**src/rtl/zmenu_nav_ctrl_pkg.sv**
```systemverilog
// rtl/zmenu_nav_ctrl_pkg.sv - shared button indices, navigator states and menu item indices
package zmenu_nav_ctrl_pkg;

   localparam int ZMENU_BTN_PREV   = 0;
   localparam int ZMENU_BTN_NEXT   = 1;
   localparam int ZMENU_BTN_OKAY   = 2;
   localparam int ZMENU_BTN_CANCEL = 3;

   localparam int ZCURSOR_INDEX_HOME      = 0;
   localparam int ZCURSOR_INDEX_SEL_FIRST = 1;
   localparam int ZCURSOR_INDEX_LAST      = 10;

   typedef enum logic [1:0] {
      ZNAV_IDLE = 2'd0,
      ZNAV_DLY  = 2'd1,
      ZNAV_RPT  = 2'd2
   } znav_state_e;

   function automatic int zmax3(input int a, input int b, input int c);
      int m;
      m = (a > b) ? a : b;
      return (m > c) ? m : c;
   endfunction

endpackage

```
**src/rtl/zbutton_debounce.sv**
```systemverilog
// rtl/zbutton_debounce.sv - one button: 2-flop sync, stable-level debounce, press pulse
module zbutton_debounce #(
   parameter int DEB_CYC = 20000,
   parameter int CNT_W   = 15
) (
   input  logic clk,
   input  logic rst_n,
   input  logic en,
   input  logic raw,
   output logic level,
   output logic rise
);

   localparam logic [CNT_W-1:0] DEB_LAST = CNT_W'(DEB_CYC - 1);

   logic             sync1_q, sync1_d;
   logic             sync2_q, sync2_d;
   logic             deb_q, deb_d;
   logic             rise_q, rise_d;
   logic             armed_q, armed_d;
   logic [CNT_W-1:0] cnt_q, cnt_d;

   always_comb begin
      sync1_d = raw;
      sync2_d = sync1_q;
      deb_d   = deb_q;
      cnt_d   = '0;
      rise_d  = 1'b0;
      // A press only counts once the button has been seen released while enabled.
      armed_d = armed_q | (~deb_q & ~sync2_q);
      if (sync2_q != deb_q) begin
         if (cnt_q == DEB_LAST) begin
            deb_d  = sync2_q;
            rise_d = sync2_q & armed_q;
         end else begin
            cnt_d = cnt_q + CNT_W'(1);
         end
      end
      if (!en) begin
         deb_d   = 1'b0;
         cnt_d   = '0;
         rise_d  = 1'b0;
         armed_d = 1'b0;
      end
   end

   always_ff @(posedge clk or negedge rst_n) begin
      if (!rst_n) begin
         sync1_q <= 1'b0;
         sync2_q <= 1'b0;
         deb_q   <= 1'b0;
         rise_q  <= 1'b0;
         armed_q <= 1'b0;
         cnt_q   <= '0;
      end else begin
         sync1_q <= sync1_d;
         sync2_q <= sync2_d;
         deb_q   <= deb_d;
         rise_q  <= rise_d;
         armed_q <= armed_d;
         cnt_q   <= cnt_d;
      end
   end

   assign level = deb_q;
   assign rise  = rise_q;

endmodule

```
**src/rtl/zmenu_nav_ctrl.sv**
```systemverilog
// rtl/zmenu_nav_ctrl.sv - four-button menu navigator: wrap-around cursor, auto-repeat, select/cancel
module zmenu_nav_ctrl
   import zmenu_nav_ctrl_pkg::*;
#(
   parameter int CUR_W       = 4,
   parameter int CURSOR_MAX  = ZCURSOR_INDEX_LAST,
   parameter int SEL_BASE    = ZCURSOR_INDEX_SEL_FIRST,
   parameter int SEL_NUM     = 5,
   parameter int SEL_W       = 3,
   parameter int DEB_CYC     = 20000,
   parameter int RPT_DLY_CYC = 500000,
   parameter int RPT_CYC     = 100000
) (
   input  logic             clk,
   input  logic             rst_n,
   input  logic             en,
   input  logic [3:0]       iButton,
   output logic [CUR_W-1:0] oCursor_Index,
   output logic [SEL_W-1:0] oSel_Value,
   output logic             oSel_Strobe,
   output logic             oCancel_Strobe
);

   localparam int               CNT_W     = $clog2(zmax3(DEB_CYC, RPT_DLY_CYC, RPT_CYC));
   localparam logic [CNT_W-1:0] DLY_LAST  = CNT_W'(RPT_DLY_CYC - 1);
   localparam logic [CNT_W-1:0] RPT_LAST  = CNT_W'(RPT_CYC - 1);
   localparam logic [CUR_W-1:0] CUR_LAST  = CUR_W'(CURSOR_MAX);
   localparam logic [CUR_W-1:0] CUR_HOME  = CUR_W'(ZCURSOR_INDEX_HOME);
   localparam logic [CUR_W-1:0] SEL_FIRST = CUR_W'(SEL_BASE);
   localparam logic [CUR_W-1:0] SEL_END   = CUR_W'(SEL_BASE + SEL_NUM - 1);

   logic [3:0] btn_lvl;
   logic [3:0] btn_rise;

   for (genvar i = 0; i < 4; i++) begin : g_btn
      zbutton_debounce #(
         .DEB_CYC (DEB_CYC),
         .CNT_W   (CNT_W)
      ) u_deb (
         .clk   (clk),
         .rst_n (rst_n),
         .en    (en),
         .raw   (iButton[i]),
         .level (btn_lvl[i]),
         .rise  (btn_rise[i])
      );
   end

   logic unused_lvl;
   assign unused_lvl = &{1'b0, btn_lvl[ZMENU_BTN_CANCEL:ZMENU_BTN_OKAY]};

   znav_state_e      state_q, state_d;
   logic             dir_q, dir_d;
   logic [CNT_W-1:0] cnt_q, cnt_d;
   logic [CUR_W-1:0] cursor_q, cursor_d;
   logic [SEL_W-1:0] sel_q, sel_d;
   logic             sel_stb_q, sel_stb_d;
   logic             can_stb_q, can_stb_d;
   logic             step, step_up, held, both;

   // dir_q: 1 = Next latched, 0 = Prev latched
   assign held = dir_q ? btn_lvl[ZMENU_BTN_NEXT] : btn_lvl[ZMENU_BTN_PREV];
   assign both = btn_lvl[ZMENU_BTN_PREV] & btn_lvl[ZMENU_BTN_NEXT];

   always_comb begin
      state_d   = state_q;
      dir_d     = dir_q;
      cnt_d     = cnt_q;
      cursor_d  = cursor_q;
      sel_d     = sel_q;
      sel_stb_d = 1'b0;
      can_stb_d = 1'b0;
      step      = 1'b0;
      step_up   = dir_q;
      if (both) begin
         state_d = ZNAV_IDLE;
         cnt_d   = '0;
      end else begin
         case (state_q)
            ZNAV_IDLE: begin
               if (btn_rise[ZMENU_BTN_PREV] | btn_rise[ZMENU_BTN_NEXT]) begin
                  step    = 1'b1;
                  step_up = ~btn_rise[ZMENU_BTN_PREV];
                  dir_d   = ~btn_rise[ZMENU_BTN_PREV];
                  cnt_d   = '0;
                  state_d = ZNAV_DLY;
               end
            end
            ZNAV_DLY, ZNAV_RPT: begin
               if (!held) begin
                  state_d = ZNAV_IDLE;
                  cnt_d   = '0;
               end else if (cnt_q == ((state_q == ZNAV_DLY) ? DLY_LAST : RPT_LAST)) begin
                  step    = 1'b1;
                  cnt_d   = '0;
                  state_d = ZNAV_RPT;
               end else begin
                  cnt_d = cnt_q + CNT_W'(1);
               end
            end
            default: state_d = ZNAV_IDLE;
         endcase
      end
      if (step) begin
         if (step_up) cursor_d = (cursor_q == CUR_LAST) ? '0 : cursor_q + CUR_W'(1);
         else         cursor_d = (cursor_q == '0) ? CUR_LAST : cursor_q - CUR_W'(1);
      end else if (btn_rise[ZMENU_BTN_OKAY]) begin
         if (cursor_q >= SEL_FIRST && cursor_q <= SEL_END) begin
            sel_d     = SEL_W'(cursor_q - SEL_FIRST);
            sel_stb_d = 1'b1;
         end
      end else if (btn_rise[ZMENU_BTN_CANCEL]) begin
         cursor_d  = SEL_FIRST + CUR_W'(sel_q);
         can_stb_d = 1'b1;
      end
      if (!en) begin
         state_d   = ZNAV_IDLE;
         dir_d     = 1'b0;
         cnt_d     = '0;
         cursor_d  = CUR_HOME;
         sel_d     = '0;
         sel_stb_d = 1'b0;
         can_stb_d = 1'b0;
      end
   end

   always_ff @(posedge clk or negedge rst_n) begin
      if (!rst_n) begin
         state_q   <= ZNAV_IDLE;
         dir_q     <= 1'b0;
         cnt_q     <= '0;
         cursor_q  <= CUR_HOME;
         sel_q     <= '0;
         sel_stb_q <= 1'b0;
         can_stb_q <= 1'b0;
      end else begin
         state_q   <= state_d;
         dir_q     <= dir_d;
         cnt_q     <= cnt_d;
         cursor_q  <= cursor_d;
         sel_q     <= sel_d;
         sel_stb_q <= sel_stb_d;
         can_stb_q <= can_stb_d;
      end
   end

   assign oCursor_Index  = cursor_q;
   assign oSel_Value     = sel_q;
   assign oSel_Strobe    = sel_stb_q;
   assign oCancel_Strobe = can_stb_q;

endmodule

```
**config.mk**
```make
export PLATFORM = sky130hd
export DESIGN_NAME = zmenu_nav_ctrl
export DESIGN_NICKNAME = d
export VERILOG_FILES = /design/src/rtl/zmenu_nav_ctrl_pkg.sv /design/src/rtl/zbutton_debounce.sv /design/src/rtl/zmenu_nav_ctrl.sv
export SDC_FILE = /design/constraint.sdc
export NUM_CORES = 1
export LEC_CHECK = 0
export ABC_CLOCK_PERIOD_IN_PS = 4400
export CELL_PAD_IN_SITES_DETAIL_PLACEMENT = 1
export CELL_PAD_IN_SITES_GLOBAL_PLACEMENT = 2
export CORE_ASPECT_RATIO = 1.75
export CORE_MARGIN = 1.5
export CORE_UTILIZATION = 35
export CTS_BUF_LIST = sky130_fd_sc_hd__clkbuf_4 sky130_fd_sc_hd__clkbuf_8 sky130_fd_sc_hd__clkbuf_16
export DETAILED_ROUTE_END_ITERATION = 8
export GPL_TIMING_DRIVEN = 0
export PLACE_DENSITY = 0.68
export SLEW_MARGIN = 0
export SYNTH_ARGS = -nofsm -noshare
export SYNTH_HDL_FRONTEND = slang
export SYNTH_HIERARCHICAL = 1
export SYNTH_SLANG_ARGS = --single-unit
```
**constraint.sdc**
```tcl
create_clock -name clk -period 4.4 [get_ports clk]
set_input_delay 0.88 -clock clk [delete_from_list [all_inputs] [get_ports clk]]
set_output_delay 0.88 -clock clk [all_outputs]
set_load 0.02 [all_outputs]
```
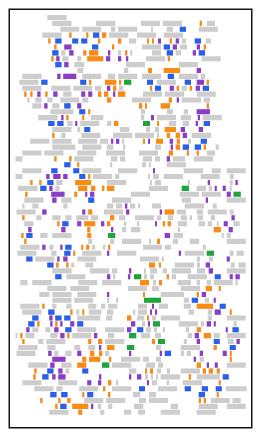
(run_1/logic_types.png)
xor and xnor cells -> blue  # cells 70, where spread over the die
nor cells -> orange  # cells 151, where spread over the die
mux cells -> green  # cells 13
nand cells -> purple  # cells 133, where spread over the die

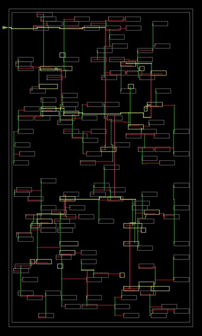
(run_1/clocks.png)
Worst-Skew Late Latency: 0.43 ns
number of buffers created by CTS: 17
number of clock sinks: 127
clkbuf count: 18
sequential cells: 127

==> metrics.log, run 1 <==
[report] implementation figures
[metrics] CTS resizes: 0
[metrics] DRC viols: 0
[metrics] setup repair after global routing missed its margin: false
[metrics] cell family with most CP delay: buffers and inverters
[metrics] Hold/Removal Path Class: flip-flop to flip-flop
[metrics] Synthesis Warnings: 6
[metrics] Yosys reg bits: 127
[metrics] Largest Register: g_btn.u_deb/cnt_q
[metrics] number of inserted diodes: 0
[metrics] initial antenna violation count: 0
[metrics] cell type with the largest total area after synthesis: dfrtp_1
[metrics] highest net fanout along the worst path: 21
[metrics] Design Power: 2.85 mW
[metrics] highest-count logic cell in the final layout: dfrtp_1
[metrics] Final Worst Setup Slack: 1.36 ns
[metrics] number of DRC violations after detailed-routing iteration 0: 248
[metrics] Post-DP HPWL: 12,800 um
[metrics] Final Max Slew Viols: 0
[metrics] met3 usage in global routing: 3.58%
[metrics] critical path cell sequence: clkdlybuf4s50_1, a21boi_1, o21a_1, buf_2, a21oi_1, buf_4, nor2_1
[metrics] leading post-synthesis cells by instance count: 127 x dfrtp_1, 84 x nor2_1, 46 x nand2_1, 41 x xor2_1, 38 x nand4_1
[metrics] critical path arrival: 3.39 ns
[metrics] clock period minus worst slack: 3.04 ns
[metrics] area share of and/or/nand/nor cells after synthesis: 29.9%
[metrics] post-synthesis cell count from yosys: 708
[metrics] top metal layer carrying routed signals: met4
[metrics] final setup vio count: 0
[metrics] die outline width: 111 um
[metrics] ys async rst share: 100%
[metrics] WP buf/inv: 3
[metrics] Std-Cell Core Area: 20,200 um^2
[metrics] Synthesized Nets: 733
[metrics] total I/O pin count: 16
[metrics] cell types with the largest area share after synthesis: dfrtp_1 44%, xor2_1 5.0%, nor2_1 4.4%, xnor2_1 3.5%, nand4_1 3.3%
[metrics] area figure in the yosys stat output: 7180 um^2
[metrics] share of the core filled by cells before placement: 35.6%
[metrics] Layout area overhead: 15.9%
[metrics] fa+ha+maj area frac: 3.14%
[metrics] Top FF cell, synth: dfrtp_1
[metrics] number of unique standard cell types used by synthesis: 68
[metrics] total die area: 21,400 um^2
[metrics] remaining antenna violation count after routing: 0
[metrics] Post-synth EDFFs: 0
[metrics] Crit-path slowest cell: clkdlybuf4s50_1
[metrics] count leader, synth: dfrtp_1
[metrics] post-route clock skew: 0.0107 ns
[metrics] maximum number of pins on one net before global-route repair: 78
[metrics] root cell of the clock tree: clkbuf_16
[metrics] actual slew at the worst max-slew pin: 0.959 ns
[metrics] leftover overflow at the end of global routing: 0
[metrics] Worst Hold Margin: 0.360 ns
[metrics] router iterations before antenna repair: 6
[metrics] busiest metal layer after global routing: met2
[metrics] Largest register FFs: 76
[metrics] total met2 wirelength after detailed routing: 9740 um
[metrics] H-tree levels: 4
[metrics] data required time at the worst endpoint: 4.76 ns
[metrics] maximum VDD drop: 280 uV
[metrics] post-CTS setup buffer count: 0
[metrics] post-synthesis cell count: 708
[metrics] share of layout cells above drive strength 1: 14.7%
[metrics] die boundary height: 192 um
[metrics] Cell Area, Synth: 7180 um^2
[metrics] met1 wire length: 6940 um
[metrics] met3 routed WL: 315 um
[metrics] r2r setup slk: 2.13 ns
[metrics] CTS hold repair buffers: 0
[metrics] Tcrit/Tclk final: 69.0%
[metrics] clock tree from TritonCTS: done
[metrics] vias in the first global route: 6,096
[metrics] drt via density: 5.45
[metrics] maximum frequency from static timing analysis: 0.329 GHz
[metrics] cell area reported after detailed placement: 7670 um^2
[metrics] via count: 5,466
[metrics] comb area leader: simple AND/OR/NAND/NOR gates
[metrics] registers with the most flip-flops: g_btn.u_deb/cnt_q x76, cnt_q x19
[metrics] OpenROAD warning count: 32
[metrics] slew margin rel.: 35.5%
[metrics] placement-stage worst setup slack: 0.854 ns
[metrics] Global Route met1 Usage: 19.1%
[metrics] power per standard cell area: 342 nW/um^2
[metrics] WL final: 17,500 um
[metrics] number of endpoints with negative hold slack in the final report: 0
[metrics] global-route wire length before repair: 30,600 um
[metrics] status: completed
[metrics] category of the worst setup path capture point: flip-flop
[metrics] Global Route met2 Usage: 33.6%
[metrics] share of the yosys chip area belonging to registers: 44.3%
[metrics] input/output buffers: 15
[metrics] final layout net count: 768
[metrics] area share of xor/xnor cells in the synthesized design: 8.54%
[metrics] max_cap viols: 0
[metrics] crit-path max cell delay: 0.97 ns
[metrics] number of placement rows: 69
[metrics] mean routed wirelength per cell: 17.5 um
[metrics] share of Yosys cell area claimed by the top area cell type: 44.3%
[metrics] overall global routing resource usage: 17.9%
[metrics] syn_area_per_cell: 10.1 um^2
[metrics] portion of netlist area occupied by mux cells: 1.99%
[metrics] static power due to leakage: 3.49 nW
[metrics] top logic cells by instance count in the layout: 127 x dfrtp_1, 84 x nor2_1, 46 x nand2_1
[metrics] aoi/oai-family share of the synthesized area: 7.49%
[metrics] post-route design area: 8320 um^2
[metrics] clock transition at the registers of the reported paths: 0.06 ns
[metrics] placer congestion estimate: 0.789
[metrics] critical setup path kind: primary input to flip-flop
[metrics] Max clock buf depth: 2
[metrics] critical path launch point type: primary input
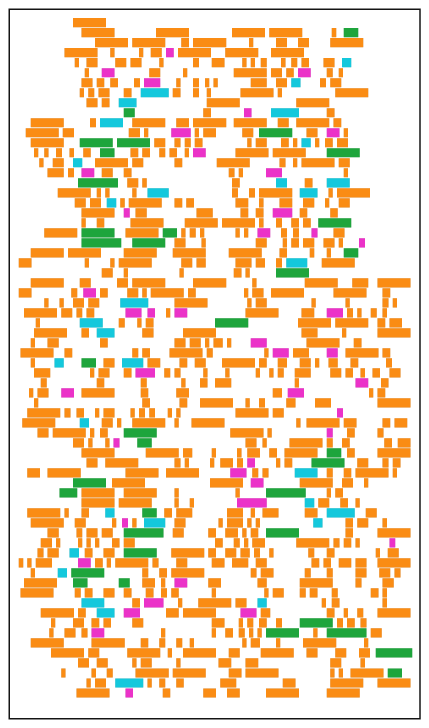
(run_1/sizes.png)
_0 and _1 cells -> orange  # cells 644, share 85%, most used dfrtp_1
_3 and _4 cells -> cyan  # cells 32, share 4.2%, most used buf_4
_2 cells -> magenta  # cells 43, share 5.7%, most used buf_2
_6 and larger -> green  # cells 36, share 4.8%, most used clkbuf_16

-- run 1: report_power, final --
part           internal [mW]  switching (mW)
Sequential              1.18         0.00701
Clock                   1.02           0.560
Combinational         0.0244          0.0597
Total                   2.22           0.627
-- run 1: worst reg2reg max path, stage by stage, from the launching register on --
cell and delay [ns]:
dfrtp_1 0.38, inv_1 0.13, ha_1 0.31, nand4_1 0.12, nor4b_1 0.44, o21ai_1 0.16
a21oi_1 0.30, buf_4 0.25, nor2_1 0.07
-- run 1: cells by family (layout without fill, tap and decap cells) --
group	after synthesis	after routing
buf+inv	60	107
fa+ha+maj	18	18
mux	13	13
compound gates	67	67
simple gates	353	353
xor+xnor	70	70
flops	127	127
-- run 1: path summary, 6_finish.rpt --
path	end	startpoint	depth (start not counted)
worst max-delay path	cnt_q[7]	en	7
worst min-delay path	g_btn[1].u_deb/sync2_q	g_btn[1].u_deb/sync1_q	0
worst max register to register	cnt_q[7]	state_q[1]	8
worst min register to register	g_btn[1].u_deb/sync2_q	g_btn[1].u_deb/sync1_q	0
max in group asynchronous	g_btn[2].u_deb/cnt_q[8]	rst_n	2
min in group asynchronous	cnt_q[7]	rst_n	1
-- run 1: per-stage QoR --
stage                     cells  utilization, %  setup TNS, ns
final                      1003            41.2              0
after global routing       1003            41.2              0
after CTS                  1003            41.2              0
after detailed placement    972            38.0              0
after global placement      971            37.8        -364.63
after floorplan             708               -              0
-- run 1: layout make-up --
| cell class | instances | area [um^2] |
|---|---|---|
| inverters | 32 | 120 |
| multi-input cells | 521 | 3670 |
| clock buffers | 18 | 439 |
| plain buffers | 28 | 215 |
| fillers | 2291 | 11900 |
| flip-flops and latches | 127 | 3180 |
| clock inverters | 13 | 211 |
| well taps | 248 | 310 |
| repair buffers | 16 | 179 |
==> run_1/layer_met2.png <==
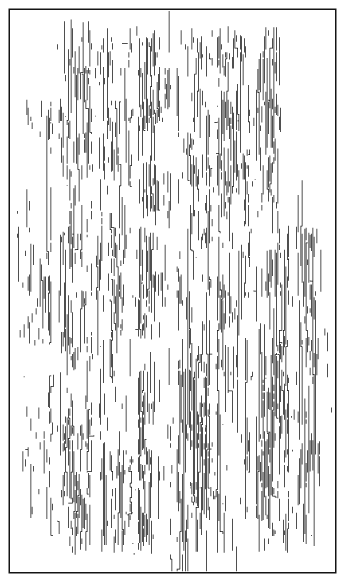

## Run 2: what changed since run 1
--- a/config.mk
+++ b/config.mk
@@ -5,7 +5,7 @@
 export SDC_FILE = /design/constraint.sdc
 export NUM_CORES = 1
 export LEC_CHECK = 0
-export ABC_CLOCK_PERIOD_IN_PS = 4400
+export ABC_CLOCK_PERIOD_IN_PS = 2750
 export CELL_PAD_IN_SITES_DETAIL_PLACEMENT = 1
 export CELL_PAD_IN_SITES_GLOBAL_PLACEMENT = 2
 export CORE_ASPECT_RATIO = 1.75
@@ -14,7 +14,7 @@
 export CTS_BUF_LIST = sky130_fd_sc_hd__clkbuf_4 sky130_fd_sc_hd__clkbuf_8 sky130_fd_sc_hd__clkbuf_16
 export DETAILED_ROUTE_END_ITERATION = 8
 export GPL_TIMING_DRIVEN = 0
-export PLACE_DENSITY = 0.68
+export PLACE_DENSITY = 0.71
 export SLEW_MARGIN = 0
 export SYNTH_ARGS = -nofsm -noshare
 export SYNTH_HDL_FRONTEND = slang
==> constraint.sdc (replaced) <==
create_clock -name clk -period 2.75 [get_ports clk]
set_input_delay 0.55 -clock clk [delete_from_list [all_inputs] [get_ports clk]]
set_output_delay 0.55 -clock clk [all_outputs]
set_load 0.02 [all_outputs]
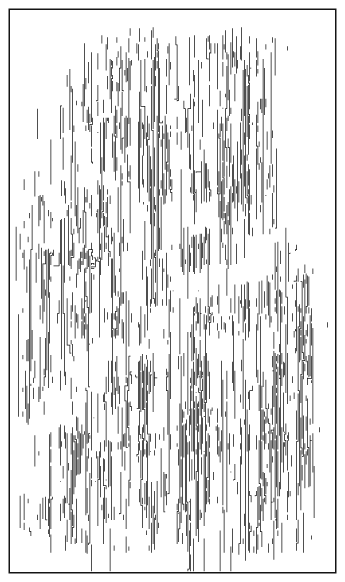
(run_2/layer_met2.png)
nets with wire on the layer = 702
main direction = vertical

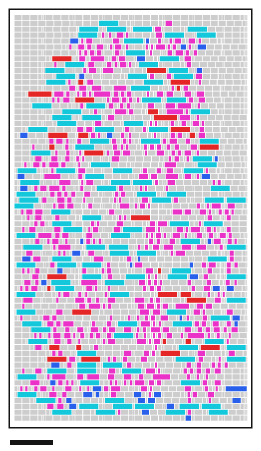
(run_2/placement_by_type.png)
The bar under the picture is 20 um long. Fill, decap, tap and diode cells in grey.
clock drivers and dummy loads -> red  # cells 32
combinational and other logic -> magenta  # cells 553
remaining buffers and delay cells -> blue  # cells 44
sequential cells -> cyan  # cells 127

==> run 2 against run 1 <==
- hold slack lost 0.25 ns
- sequential power grew 61%
- register-to-register slack lost 1.7 ns
- non-clock buffer count is the same
- first-iteration DRC count shrank 35%
- power grew 51%
- critical path depth grew 1
- count of clock-buffer cells in the layout grew 8
- die size is the same
- clock power grew 44%
- via count grew 0.64%
==> metrics.log, run 2 <==
[report] implementation figures
[metrics] post-CTS setup buffer count: 0 (unchanged)
[metrics] non-filler cells in the finished layout: 1,004 (+0.10%)
[metrics] critical path cell sequence: inv_1, ha_1, nand4_1, nor4b_1, o21ai_1, a21oi_1, buf_4, nor2_1
[metrics] registers with the most flip-flops: g_btn.u_deb/cnt_q x76, cnt_q x19
[metrics] input/output buffers: 15 (unchanged)
[metrics] Final Worst Setup Slack: 0.392 ns (-0.973 ns)
[metrics] number of endpoints with negative hold slack in the final report: 0 (unchanged)
[metrics] slew margin rel.: 47.5% (+12 points)
[metrics] leftover overflow at the end of global routing: 0 (unchanged)
[metrics] Worst R2R Start: state_q[1]
[metrics] actual slew at the worst max-slew pin: 0.781 ns (-0.179 ns)
[metrics] max_cap viols: 0 (unchanged)
[metrics] drt via density: 5.48 (+0.54%)
[metrics] crit-path max cell delay: 0.45 ns (-0.52 ns)
[metrics] critical path launch point type: flip-flop
[metrics] cell type with the largest total area after synthesis: dfrtp_1
[metrics] clock transition at the registers of the reported paths: 0.06 ns (about the same)
[metrics] share of Yosys cell area claimed by the top area cell type: 44.3% (unchanged)
[metrics] post-synthesis cell count from yosys: 708 (unchanged)
[metrics] final setup vio count: 0 (unchanged)
[metrics] dpl cells: 972 (unchanged)
[metrics] busiest metal layer after global routing: met2
[metrics] Final Max Slew Viols: 0 (unchanged)
[metrics] setup TNS after final layout: 0 ns (unchanged)
[metrics] cell area reported after detailed placement: 7670 um^2 (unchanged)
[metrics] static power due to leakage: 3.50 nW (+0.27%)
[metrics] Worst-Skew Late Latency: 0.43 ns (about the same)
[metrics] cell types with the largest area share after synthesis: dfrtp_1 44%, xor2_1 5.0%, nor2_1 4.4%, xnor2_1 3.5%, nand4_1 3.3%
[metrics] Tcrit/Tclk final: 85.8%
[metrics] placer congestion estimate: 0.787 (-0.34%)
[metrics] Post-synth EDFFs: 0 (unchanged)
[metrics] Post-DP HPWL: 13,000 um (+2.1%)
[metrics] remaining antenna violation count after routing: 0 (unchanged)
[metrics] category of the worst setup path capture point: flip-flop
[metrics] WL final: 17,600 um (+0.37%)
[metrics] initial antenna violation count: 0 (unchanged)
[metrics] status: completed
[metrics] number of placement rows: 69 (unchanged)
[metrics] Synthesized Nets: 733 (unchanged)
[metrics] placement-stage worst setup slack: -0.444 ns (-1.30 ns)
[metrics] post-route design area: 8270 um^2 (-0.60%)
[metrics] highest-count logic cell in the final layout: dfrtp_1
[metrics] Std-Cell Core Area: 20,200 um^2 (unchanged)
[metrics] Global Route met1 Usage: 17.7% (-1.3 points)
[metrics] area figure in the yosys stat output: 7180 um^2 (unchanged)
[metrics] maximum VDD drop: 381 uV (+36%)
[metrics] top logic cells by instance count in the layout: 127 x dfrtp_1, 84 x nor2_1, 46 x nand2_1
[metrics] critical path arrival: 2.67 ns (-0.72 ns)
[metrics] Design Power: 4.31 mW (+51%)
[metrics] WP buf/inv: 2 (-1)
[metrics] Largest register FFs: 76 (unchanged)
[metrics] Max clock buf depth: 2 (unchanged)
[metrics] H-tree levels: 4 (unchanged)
[metrics] Worst Hold Margin: 0.109 ns (-0.251 ns)
[metrics] count leader, synth: dfrtp_1
[metrics] CTS hold repair buffers: 0 (unchanged)
[metrics] ys async rst share: 100% (unchanged)
[metrics] via count: 5,501 (+0.64%)
[metrics] router iterations before antenna repair: 6 (unchanged)
[metrics] number of clock sinks: 127 (unchanged)
[metrics] clock tree from TritonCTS: done
[metrics] Largest Register: g_btn.u_deb/cnt_q
[metrics] Cell Area, Synth: 7180 um^2 (unchanged)
[metrics] Hold/Removal Path Class: primary input to asynchronous set/reset pin
[metrics] met3 routed WL: 349 um (+11%)
[metrics] Global Route met2 Usage: 34.8% (+1.3 points)
[metrics] cell family with most CP delay: simple AND/OR/NAND/NOR gates
[metrics] Post-Route Utilization: 40.9% (-0.25 points)
[metrics] share of the yosys chip area belonging to registers: 44.3% (unchanged)
[metrics] number of inserted diodes: 0 (unchanged)
[metrics] Top FF cell, synth: dfrtp_1
[metrics] Crit-path slowest cell: nor4b_1
[metrics] Layout area overhead: 15.2%
[metrics] Synthesis Warnings: 6 (unchanged)
## run 2: cell count changes in the layout (fill, tap and decap cells not counted), sizes merged
cell           delta
bufinv            -3
dlymetal6s2s      +1
clkinvlp          -4
clkdlybuf4s50     -1
inv               -2
clkinv            +2
clkbuf            +8
## run 2: power by group
| group | internal (mW) | switching, mW | leakage [nW] |
|---|---|---|---|
| combinational | 0.0388 | 0.0944 | 1.45 |
| clock | 1.47 | 0.811 | 0.305 |
| sequential | 1.89 | 0.0111 | 1.75 |
## run 2: worst max path at each step
stage,from,to,cells past startpoint
floorplan,state_q[1],state_q[1],8
global placement,rst_n,g_btn[0].u_deb/cnt_q[10],1
detailed placement,en,cnt_q[11],7
CTS,en,cnt_q[11],7
global route,state_q[1],cnt_q[11],8
finish,state_q[1],cnt_q[9],8
## run 2: cells by family after synthesis
family / after synthesis / synth area share [%]
XOR/XNOR: 70 / 8.54
AND/OR/NAND/NOR: 353 / 29.9
AND-OR/OR-AND: 67 / 7.49
flip-flops: 127 / 44.3
buffers and inverters: 60 / 4.67
multiplexers: 13 / 1.99
adder cells (fa/ha/maj): 18 / 3.14
## run 2: layout make-up
class / instances / area [um^2] / area share [%]
tap: 248 / 310 / 3.75
clock inverter: 6 / 80.1 / 0.968
buffer: 28 / 215 / 2.60
timing repair buffer: 16 / 181 / 2.19
clock buffer: 26 / 518 / 6.26
inverter: 32 / 120 / 1.45
sequential: 127 / 3180 / 38.4
multi-input combinational: 521 / 3670 / 44.4
## run 2: what timing repair did
item,CTS,global route
endpoints found under the hold margin,0,0
resized,0,1
endpoints found under the setup margin,0,10
No activity file was given, so power comes from the tool's default toggle rates.
